<file path="config.mk">
export PLATFORM = sky130hd
export DESIGN_NAME = pipe_hazard_ctrl
export DESIGN_NICKNAME = d
export VERILOG_FILES = /design/src/rtl/pipe_hazard_ctrl.sv
export SDC_FILE = /design/constraint.sdc
export NUM_CORES = 1
export LEC_CHECK = 0
export CORE_MARGIN = 2
export CORE_UTILIZATION = 48
export CTS_BUF_LIST = sky130_fd_sc_hd__clkbuf_4 sky130_fd_sc_hd__clkbuf_8
export DETAILED_ROUTE_END_ITERATION = 6
export PLACE_DENSITY = 0.93
export SYNTH_ARGS = -nofsm -noshare
export SYNTH_HDL_FRONTEND = slang
export SYNTH_SLANG_ARGS = --single-unit
</file>
<file path="constraint.sdc">
create_clock -name clk -period 2.1 [get_ports clk]
set_input_delay 0.525 -clock clk [delete_from_list [all_inputs] [get_ports clk]]
set_output_delay 0.525 -clock clk [all_outputs]
set_load 0.02 [all_outputs]
</file>
<file path="src/rtl/pipe_hazard_ctrl.sv">
// Stall/bubble sequencing for a 5-stage Y86-64 pipeline: post-reset flush, run-time hazard
// handling, sticky halt on a faulting writeback status, and saturating hazard event counters.
module pipe_hazard_ctrl #(
    parameter int INIT_CYCLES = 4,
    parameter int CNT_W       = 16
) (
    input  logic             clk,
    input  logic             rst_n,
    input  logic [3:0]       D_icode,
    input  logic [3:0]       d_srcA,
    input  logic [3:0]       d_srcB,
    input  logic [3:0]       E_icode,
    input  logic [3:0]       E_dstM,
    input  logic             e_Cnd,
    input  logic [3:0]       M_icode,
    input  logic [2:0]       m_stat,
    input  logic [2:0]       W_stat,
    output logic             F_stall,
    output logic             D_stall,
    output logic             D_bubble,
    output logic             E_bubble,
    output logic             M_bubble,
    output logic             W_stall,
    output logic             set_cc,
    output logic             halted,
    output logic [CNT_W-1:0] loaduse_cnt,
    output logic [CNT_W-1:0] mispred_cnt,
    output logic [CNT_W-1:0] ret_cnt
);

    localparam logic [3:0] IJXX    = 4'h7;
    localparam logic [3:0] IOPQ    = 4'h6;
    localparam logic [3:0] IMRMOVQ = 4'h5;
    localparam logic [3:0] IRET    = 4'h9;
    localparam logic [3:0] IPOPQ   = 4'hB;
    localparam logic [3:0] RNONE   = 4'hF;
    localparam logic [2:0] SAOK    = 3'd1;

    localparam int IW = (INIT_CYCLES > 1) ? $clog2(INIT_CYCLES) : 1;
    localparam logic [IW-1:0] INIT_LOAD = IW'(INIT_CYCLES - 1);

    typedef enum logic [1:0] {
        S_INIT = 2'd0,
        S_RUN  = 2'd1,
        S_HALT = 2'd2
    } state_t;

    state_t           state_q;
    logic [IW-1:0]    init_cnt_q;
    logic [CNT_W-1:0] cnt_q [3];

    logic lu, mp, rt, exc, w_bad, rt_only;
    logic [2:0] ev;

    always_comb begin
        lu = ((E_icode == IMRMOVQ) || (E_icode == IPOPQ)) && (E_dstM != RNONE) &&
             ((E_dstM == d_srcA) || (E_dstM == d_srcB));
        mp      = (E_icode == IJXX) && !e_Cnd;
        rt      = (D_icode == IRET) || (E_icode == IRET) || (M_icode == IRET);
        w_bad   = (W_stat != SAOK);
        exc     = (m_stat != SAOK) || w_bad;
        rt_only = !lu && rt;
        ev      = {rt_only, mp, lu};
    end

    always_comb begin
        F_stall  = 1'b0;
        D_stall  = 1'b0;
        D_bubble = 1'b1;
        E_bubble = 1'b1;
        M_bubble = 1'b1;
        W_stall  = 1'b0;
        set_cc   = 1'b0;
        case (state_q)
            S_RUN: begin
                F_stall  = lu | rt;
                D_stall  = lu;
                D_bubble = mp | rt_only;
                E_bubble = mp | lu;
                M_bubble = exc;
                W_stall  = w_bad;
                set_cc   = (E_icode == IOPQ) && !exc;
            end
            S_HALT: begin
                F_stall  = 1'b1;
                D_stall  = 1'b1;
                D_bubble = 1'b0;
                W_stall  = 1'b1;
            end
            default: ;
        endcase
    end

    assign halted = (state_q == S_HALT);

    always_ff @(posedge clk or negedge rst_n) begin
        if (!rst_n) begin
            state_q    <= S_INIT;
            init_cnt_q <= INIT_LOAD;
        end else begin
            case (state_q)
                S_INIT: begin
                    if (init_cnt_q == '0) state_q <= S_RUN;
                    else                  init_cnt_q <= init_cnt_q - 1'b1;
                end
                S_RUN: begin
                    if (w_bad) state_q <= S_HALT;
                end
                default: state_q <= S_HALT;
            endcase
        end
    end

    // Counter order: 0 = load/use, 1 = mispredict, 2 = ret bubble.
    genvar gi;
    generate
        for (gi = 0; gi < 3; gi++) begin : g_cnt
            always_ff @(posedge clk or negedge rst_n) begin
                if (!rst_n) begin
                    cnt_q[gi] <= '0;
                end else if ((state_q == S_RUN) && ev[gi] && (cnt_q[gi] != '1)) begin
                    cnt_q[gi] <= cnt_q[gi] + 1'b1;
                end
            end
        end
    endgenerate

    assign loaduse_cnt = cnt_q[0];
    assign mispred_cnt = cnt_q[1];
    assign ret_cnt     = cnt_q[2];

endmodule

</file>
**Cell classes on the final placement**

Fill, decap, tap and diode cells in gray.
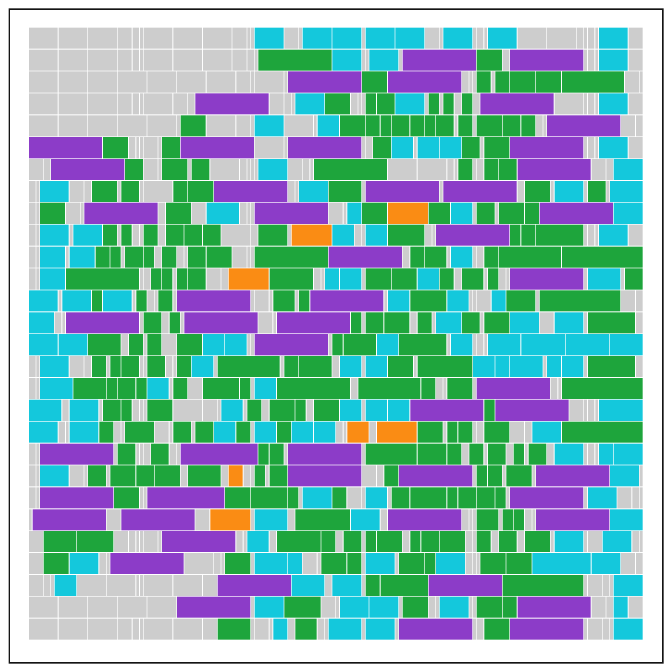
legend:
  flip-flops:
    color: purple
    cells: 52
    share_of_their_area: 30%
  other buffers and delay cells:
    color: cyan
    cells: 123
    share_of_their_area: 26%
  clock drivers and dummy loads:
    color: orange
    cells: 7
    share_of_their_area: 1.9%
  all other logic:
    color: green
    cells: 222
    share_of_their_area: 42%

**Clock routing**

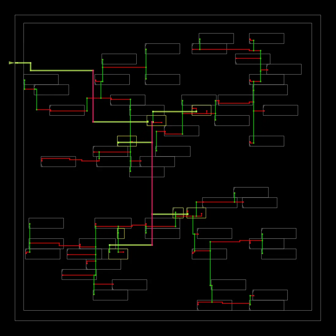
clkbuf count: 6
clk pwr: 556 uW
clk_lat worst skew: 0.30 ns
Num CTS Buffers: 5
registers: 52

**Signal wires on met1**

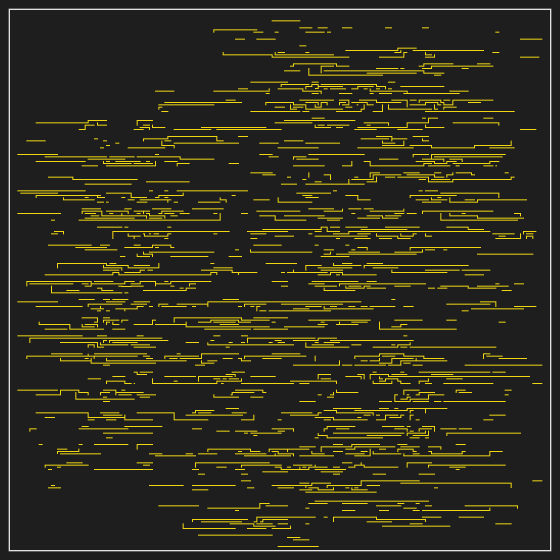
share of all routed wire: 40%
wire length on this layer: 3,320 um

**Signal wires on met3**

The bar under the picture is 20 um long.
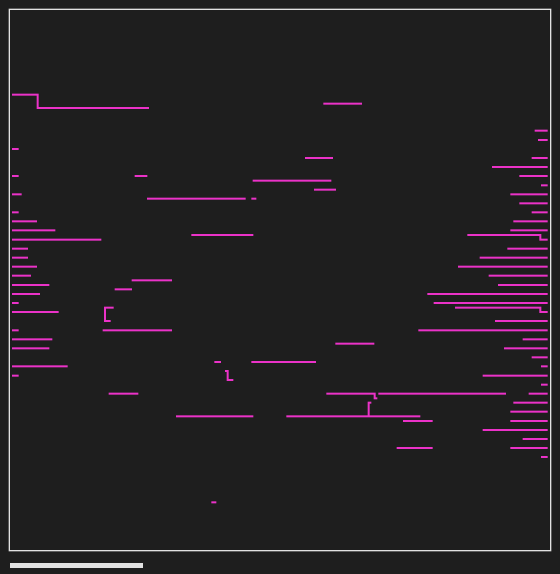
main direction: horizontal
wire length on this layer: 488 um

**Routed metal per tile**

The bar under the picture is 20 um long. The die is cut into 16 by 16 equal tiles; dark blue is low, red is high, scaled to the fullest tile. Values are wire area over tile area, all layers added.
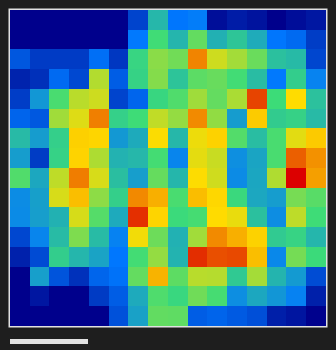
mean over tiles: 0.20
nearly empty tiles: 9.0%
fullest tile: 0.48
tiles over half the peak: 40%

==> results.py <==
# Metrics from the implementation run
metrics = {
    "status": {
        "outcome": "finished, violations left",
        "violations": "setup timing",
    },
    "logic_synthesis": {
        "synth.area.top_cells": "dfrtp_1 44%, xnor2_1 7.7%, xor2_1 7.4%",
        "edf_count": 0,
        "ys_cells": 279,
        "ys_seq_share": 0.458,
        "synthFlopType": "dfrtp_1",
        "synth-adder-area-share": 0.0308,
        "async_reset_ff_frac": 1.00,
        "ys_top_logic_family": "simple AND/OR/NAND/NOR gates",
        "synth_cell_types": 44,
        "yosysMostFrequentCell": "dfrtp_1",
        "ys_sh_mux": 0.0246,
        "xor_area_frac": 0.151,
        "synthCells": 279,
        "syn_area_um2": 2850,
        "synth_flops": 52,
        "ys_sh_aoi": 0.0545,
        "top_area_cell": "dfrtp_1",
        "yosys.area.top_type_share": 0.439,
        "yosys-top-cells-count": "50 x dfrtp_1, 27 x nand3_1, 25 x xnor2_1",
        "syn_area_per_cell_um2": 10.2,
    },
    "die": {
        "ios": 89,
        "rows": 28,
        "initial_core_util": 0.490,
        "die-area_um2": 6570,
        "die_width_um": 81.0,
        "core-area_um2": 5820,
    },
    "final_timing": {
        "finalMaxSlewViolations": 0,
        "finalCritPeriodShare": 1.09,
        "hold_violations": 0,
        "clock_skew_ns": 0.00751,
        "min_period_ns": 2.30,
        "setup_ws_ns": -0.197,
        "setup_tns_ns": -0.736,
        "fmax_mhz": 435,
        "worst_pin_slew_ns": 0.334,
        "whs_ns": 0.203,
        "grt_setup_unrepaired": "yes",
        "setup_viol": 5,
        "max-slew-margin-rel": 0.774,
    },
    "final_layout": {
        "drive_above_1_share": 0.277,
        "design_area_um2": 4440,
        "seq_area_um2": 1300,
        "area_share_nonclk_buffers": 0.256,
        "comb_area_frac": 0.401,
        "clk_share": 0.0183,
        "final_cell_mix": "52 x clkdlybuf4s50_1, 50 x dfrtp_1, 33 x buf_4, 25 x nand3_1, 25 x xnor2_1",
        "lay_top_count": "clkdlybuf4s50_1",
        "inverters": 12,
        "logic_gates": 210,
        "nNonClkBuffers": 123,
        "mi_logic_area_um2": 1780,
        "sh_seq_area": 0.294,
        "diodes": 0,
        "nets": 444,
        "largest_class": "combinational gates",
    },
    "clocking": {
        "postCtsSetupBuffers": 2,
        "cts_buffer_depth": 2,
        "cts_tree": "built",
        "post_cts_resized": 162,
        "htreeDepth": 2,
        "clk_pin_slew_worst_paths_ns": 0.09,
        "numClockSinks": 52,
        "cts_root_buf": "clkbuf_8",
        "cts_hold_buf": 0,
    },
    "power_and_ir_drop": {
        "irDropWorstVdd_uv": 358,
        "pg_seq_uw": 1010,
        "combPwrFrac": 0.174,
        "top_power_group": "registers",
        "total_power_uw": 1890,
        "clock_power_share": 0.293,
        "seq_power_share": 0.533,
        "p_leak_uw": 0.00195,
        "p_int_uw": 1410,
        "pg_comb_uw": 329,
    },
    "place": {
        "dp_hpwl_um": 5660,
        "portBuffers": 88,
        "placed_area_um2": 4110,
        "place_congestion": 0.915,
        "post-place-ws_ns": -1.09,
    },
    "global_route": {
        "grt_use_met3": 0.0556,
        "grt_overflow": 0,
        "top_usage_layer": "met2",
        "antenna_found_initial": 0,
        "grtUsageMet1": 0.314,
        "grt_pass1_wl_um": 13300,
        "grt_max_degree": 53,
    },
    "setup_path": {
        "crit_slowest_cell": "nor4_4",
        "cpPeakStageDelay_ns": 0.36,
        "reg2reg_to": "loaduse_cnt[1]",
        "crit_buf_inv": 4,
        "critical_path_required_ns": 1.57,
        "startpoint": "d_srcA[1]",
        "end_kind": "output pin",
        "reg2regPathDepth": 5,
        "cp_max_fo": 4,
        "cpMostUsedCell": "buf_6",
        "critPathLaunchType": "input pin",
        "path_cells": "buf_8 -> xor2_4 -> nor4_4 -> buf_4 -> o21ai_4 -> buf_6 -> nand2_4 -> buf_6",
        "crit_path_end": "E_bubble",
        "worstSetupPathType": "in2out",
    },
    "route": {
        "dr_wl_met2_um": 4490,
        "drt-initial-drc-count": 174,
        "wire_per_inst_um": 17.5,
        "first_pass_iters": 4,
        "via_count": 2694,
        "wl_met3_um": 488,
        "drcViolationCount": 0,
    },
    "min_path": {
        "min_path_type": "in2async",
    },
    "flow_run": {
        "maxCapViolCount": 0,
        "warnings": 31,
    },
}
Power figures rest on the tool's default switching activity, not on a simulated workload.
